===== src/rtl/half_adder_v1_pkg.sv =====
// rtl/half_adder_v1_pkg.sv - shared defaults and types for the half adder block
package half_adder_v1_pkg;

    localparam int DEFAULT_WIDTH = 1;
    localparam int DEFAULT_CNT_W = 16;

    typedef struct packed {
        logic sum;
        logic carry;
    } ha_bit_t;

    function automatic ha_bit_t ha_eval(input logic a, input logic b);
        ha_bit_t r;
        r.sum   = a ^ b;
        r.carry = a & b;
        return r;
    endfunction

endpackage


===== src/rtl/half_adder_v1_ha_cell.sv =====
// rtl/half_adder_v1_ha_cell.sv - single-bit combinational half adder cell
module ha_cell
    import half_adder_v1_pkg::*;
(
    input  logic a,
    input  logic b,
    output logic sum,
    output logic carry
);

    ha_bit_t res;

    always_comb begin
        res   = ha_eval(a, b);
        sum   = res.sum;
        carry = res.carry;
    end

endmodule


===== src/rtl/half_adder_v1.sv =====
// rtl/half_adder_v1.sv - WIDTH-lane half adder with registered result and carry counter
module half_adder_v1
    import half_adder_v1_pkg::*;
#(
    parameter int WIDTH = DEFAULT_WIDTH,
    parameter int CNT_W = DEFAULT_CNT_W
) (
    input  logic             clk,
    input  logic             rst_n,
    input  logic [WIDTH-1:0] a,
    input  logic [WIDTH-1:0] b,
    input  logic             in_valid,
    output logic [WIDTH-1:0] sum,
    output logic [WIDTH-1:0] carry,
    output logic [WIDTH-1:0] sum_q,
    output logic [WIDTH-1:0] carry_q,
    output logic             out_valid,
    output logic [CNT_W-1:0] carry_cnt
);

    localparam logic [CNT_W-1:0] CNT_MAX = {CNT_W{1'b1}};

    for (genvar i = 0; i < WIDTH; i++) begin : g_lane
        ha_cell u_cell (
            .a     (a[i]),
            .b     (b[i]),
            .sum   (sum[i]),
            .carry (carry[i])
        );
    end

    // a/b are only looked at when in_valid is high, so X on idle cycles never reaches state
    always_ff @(posedge clk) begin
        if (!rst_n) begin
            sum_q     <= '0;
            carry_q   <= '0;
            out_valid <= 1'b0;
            carry_cnt <= '0;
        end else if (in_valid) begin
            sum_q     <= sum;
            carry_q   <= carry;
            out_valid <= 1'b1;
            if (|carry && carry_cnt != CNT_MAX)
                carry_cnt <= carry_cnt + 1'b1;
        end else begin
            out_valid <= 1'b0;
        end
    end

endmodule


===== config.mk =====
export PLATFORM = sky130hd
export DESIGN_NAME = half_adder_v1
export DESIGN_NICKNAME = d
export VERILOG_FILES = /design/src/rtl/half_adder_v1_pkg.sv /design/src/rtl/half_adder_v1_ha_cell.sv /design/src/rtl/half_adder_v1.sv
export SDC_FILE = /design/constraint.sdc
export NUM_CORES = 1
export LEC_CHECK = 0
export ABC_AREA = 0
export CAP_MARGIN = 20
export CORE_MARGIN = 2
export CORE_UTILIZATION = 40
export CTS_CLUSTER_DIAMETER = 120
export CTS_CLUSTER_SIZE = 20
export DETAILED_ROUTE_END_ITERATION = 7
export GPL_TIMING_DRIVEN = 0
export PLACE_DENSITY = 0.65
export SYNTH_ARGS = -nofsm -noshare
export SYNTH_HDL_FRONTEND = slang
export SYNTH_SLANG_ARGS = --single-unit

===== constraint.sdc =====
create_clock -name clk -period 3.7 [get_ports clk]
set_input_delay 0.37 -clock clk [delete_from_list [all_inputs] [get_ports clk]]
set_output_delay 0.37 -clock clk [all_outputs]
set_load 0.01 [all_outputs]

==> flow_summary.toml <==
# implementation run metrics
[critical_path]
rr_startpoint = "carry_cnt[1]"
crit_family = "simple AND/OR/NAND/NOR gates"
r2r_setup_slack_ns = 1.65
crit_slowest_cell = "or4b_4"
r2r-end = "carry_cnt[6]"
cp-startpoint = "a"
critPathMaxStageDelay_ns = 0.59
crit_type = "input pin to flip-flop"
arrival_ns = 2.39
cp.depth = 6
setup.worst_path.end = "carry_cnt[13]"
cp_num_buf_inv = 1
crit_chain = "clkdlybuf4s50_1 > ha_1 > nand2_2 > or4b_4 > nor4b_1 > mux2i_1"
start_kind = "input pin"
required_ns = 3.93
cp_max_fo = 6
endpoint_kind = "flip-flop"
r2r_cells = 6

[placed_design]
post-place-ws_ns = 1.21
dpl_cell_area_um2 = 1230
dpl.hpwl_mm = 1.70
numPortBuffers = 25
dp.cells = 157
gp_congestion = 0.745

[floorplan]
core_um2 = 2230
std_cell_rows = 17
die_area_um2 = 2780
fp_util = 0.425
io_pins = 26
chipWidth_um = 52.7
die.size.y_um = 52.7

[timing]
skew_ns = 0.00294
period_needed_ns = 2.16
final_hold_viol_count = 0
fmax_mhz = 464
maxSlewViolCount = 0
whs_ns = 0.502
fin_ws_ns = 1.54
worst_pin_slew_ns = 0.505
period_used_share = 0.583
rsz0062_at_grt = "false"
slew_headroom = 0.661
finalSetupTns_ns = 0
setup_violations = 0

[finish]
comb_area_um2 = 544
antenna_cells = 0
final-seq-area_um2 = 380
nets = 141
nFillCells = 211
stdcell_count = 161
drive_gt1_frac = 0.0752
final_util = 0.564
areaGrowthSynthToFinish_pct = 32.8

[detailed_routing]
route.met2.wl_mm = 1.08
dr.pass1.iters = 4
drc = 0
highest_layer = "met4"
ant_nets = 0
wl_met3_um = 117
first_iter_violations = 25
viasPerCell = 5.80
wl_met1_mm = 1.04

[synthesis]
synth.most_common_cell = "dfxtp_1"
yosys.area.top_type = "dfxtp_1"
yosysSeqAreaShare = 0.401
ys_cells = 104
post_synth_num_cell_types = 36
ys_warn_count = 0
enable_flop_cells = 0
syn_nets = 111
netlist_top_cells_count = "dfxtp_1, a21boi_0, nand2_1, nand3_1"
synth-seq-cells = 19
area_leaders = "dfxtp_1, a21boi_0, mux2i_1"
synthFlopType = "dfxtp_1"
avgSynthCellArea_um2 = 9.12
synth_area_um2 = 948
ys_chip_area_um2 = 948
synthCells = 104
synthArstFlopShare = 0
top_area_frac = 0.401

[global_routing]
grt_max_degree = 11
grtUsageMet1 = 0.256
use_met2 = 0.304
grt-busiest-layer = "met2"
grt_pass1_wl_mm = 3.89
antenna_found_initial = 0
use_met3 = 0.0371
grt_overflow = 0
grt_pass1_vias = 845

[hold_path]
whs_path_depth = 2
min_from = "carry_cnt[15]"
min_path_type = "flip-flop to flip-flop"
min_to = "carry_cnt[15]"

[clocking]
clock.latency.late_pin_ns = 0.30
cts_tree = "yes"
root_buffer = "clkbuf_4"
cts_resized = 0
htree_levels = 1
postCtsSetupBuffers = 0
cts_sinks = 19
clkSlewWorstSetupHoldPaths_ns = 0.11
cts_hold_buffers = 0
clock_path_buffers = 2

[pwr]
power.leakage_nw = 0.416
power.total_uw = 346
ir_drop_uv = 213
p_per_area_nw_per_um2 = 275

[run_status]
status = "complete, no violations"

[run]
stage_log_warnings = 26
maxCapViolCount = 0
==> tightest hold or removal path: stages (launching register included) <==
cell      delay, ns
dfxtp_1        0.35
o41ai_1        0.06
a21boi_1       0.05
==> where the power goes <==
part           switching (mW)  internal [mW]
clock network          0.0655         0.0420
logic                  0.0143         0.0160
registers             0.00157          0.207
total                  0.0814          0.265
==> registers in the layout (all words and copies together) (netlist names) <==
register / flops
out_valid: 1
carry_cnt: 16
carry_q: 1
sum_q: 1
==> area by class of cell <==
type,count,area share
clock buffers,4,0.0209
inverters,2,0.00596
repair buffers,25,0.199
plain buffers,4,0.0129
flip-flops and latches,19,0.302
well taps,28,0.0278
multi-input cells,79,0.432
==> logic make-up (layout without fill, tap and decap cells) <==
group | Yosys count | after routing | share of synthesized area
and+or+nand+nor | 48 | 48 | 0.306
DFF | 19 | 19 | 0.401
AOI/OAI and AO/OA | 24 | 24 | 0.189
adders and majority gates | 2 | 2 | 0.0264
buffers and inverters | 6 | 35 | 0.0251
muxes | 5 | 5 | 0.0528
==> cell usage in the layout (no fill, tap or decap) <==
cell	instances
o211ai_1	2
nor3_1	2
clkbuf_1	4
nor4b_1	1
nor3b_1	1
or4b_4	1
or3_1	4
clkbuf_4	3
or3b_2	1
o21ai_0	4
o21a_1	1
mux2i_1	5
a31o_2	1
o31a_1	1
nor4_1	2
o41ai_1	1
ha_1	2
o311a_1	1
nor2b_1	1
and3_1	2
nor4_2	1
nand4_1	5
nand2_2	1
nand3_1	7
a21boi_0	7
nor2_1	2
or2_2	1
buf_2	1
o211a_1	1
o31ai_1	4
and2_1	1
a21boi_1	1
or4_1	3
inv_1	2
dfxtp_1	19
clkdlybuf4s50_1	25
nand2b_1	5
nand2_1	7
Fig. 1: cell classes on the final placement
Drawn at 4 px/µm.
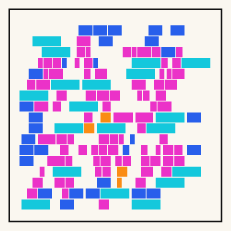
Cyan stands for registers, cells 19, share of their area 31%. Magenta stands for remaining logic cells, cells 81, share of their area 45%. Blue stands for remaining buffers and delay cells, cells 29, share of their area 22%. Orange stands for clock drivers and dummy loads, cells 4, share of their area 2.1%.
register share of the cell area: 0.302
final cell area excluding filler cells: 1260 µm²

Fig. 2: wiring by layer
Drawn at 4 px/µm.
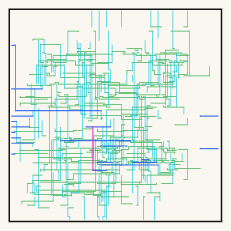
Cyan stands for M2, wire length 1080 µm. Green stands for M1, wire length 1040 µm. Blue stands for M3, wire length 117 µm. Magenta stands for M4, wire length 27.2 µm.
via count: 934
WL final: 2.27 mm
Overall Global Routing Usage: 0.191
DR WL/cell: 14.1 µm

Fig. 3: the clock network
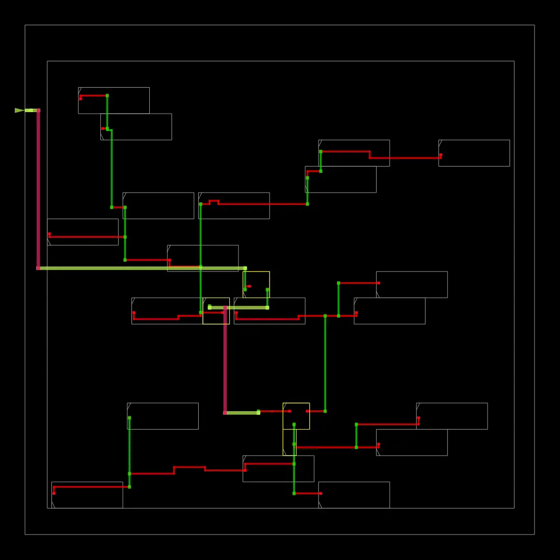
Num CTS Buffers: 3
final-layout clock buffer total: 4

Fig. 4: pin map
Drawn at 8 px/µm. Pins as bars across the die edge, other pins in grey.
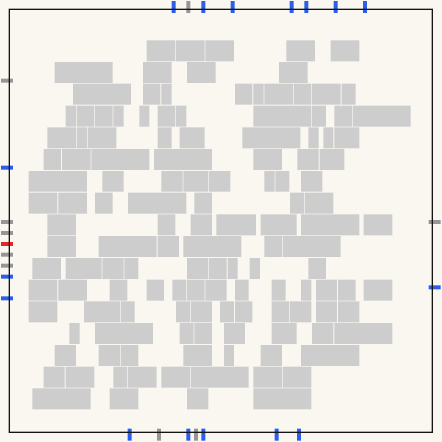
Red stands for b, pins 1, direction input, edge west. Blue stands for carry_cnt, pins 16, direction output, edge 7 north, 5 south, 3 west, 1 east.

No activity file was given, so power comes from the tool's default toggle rates.
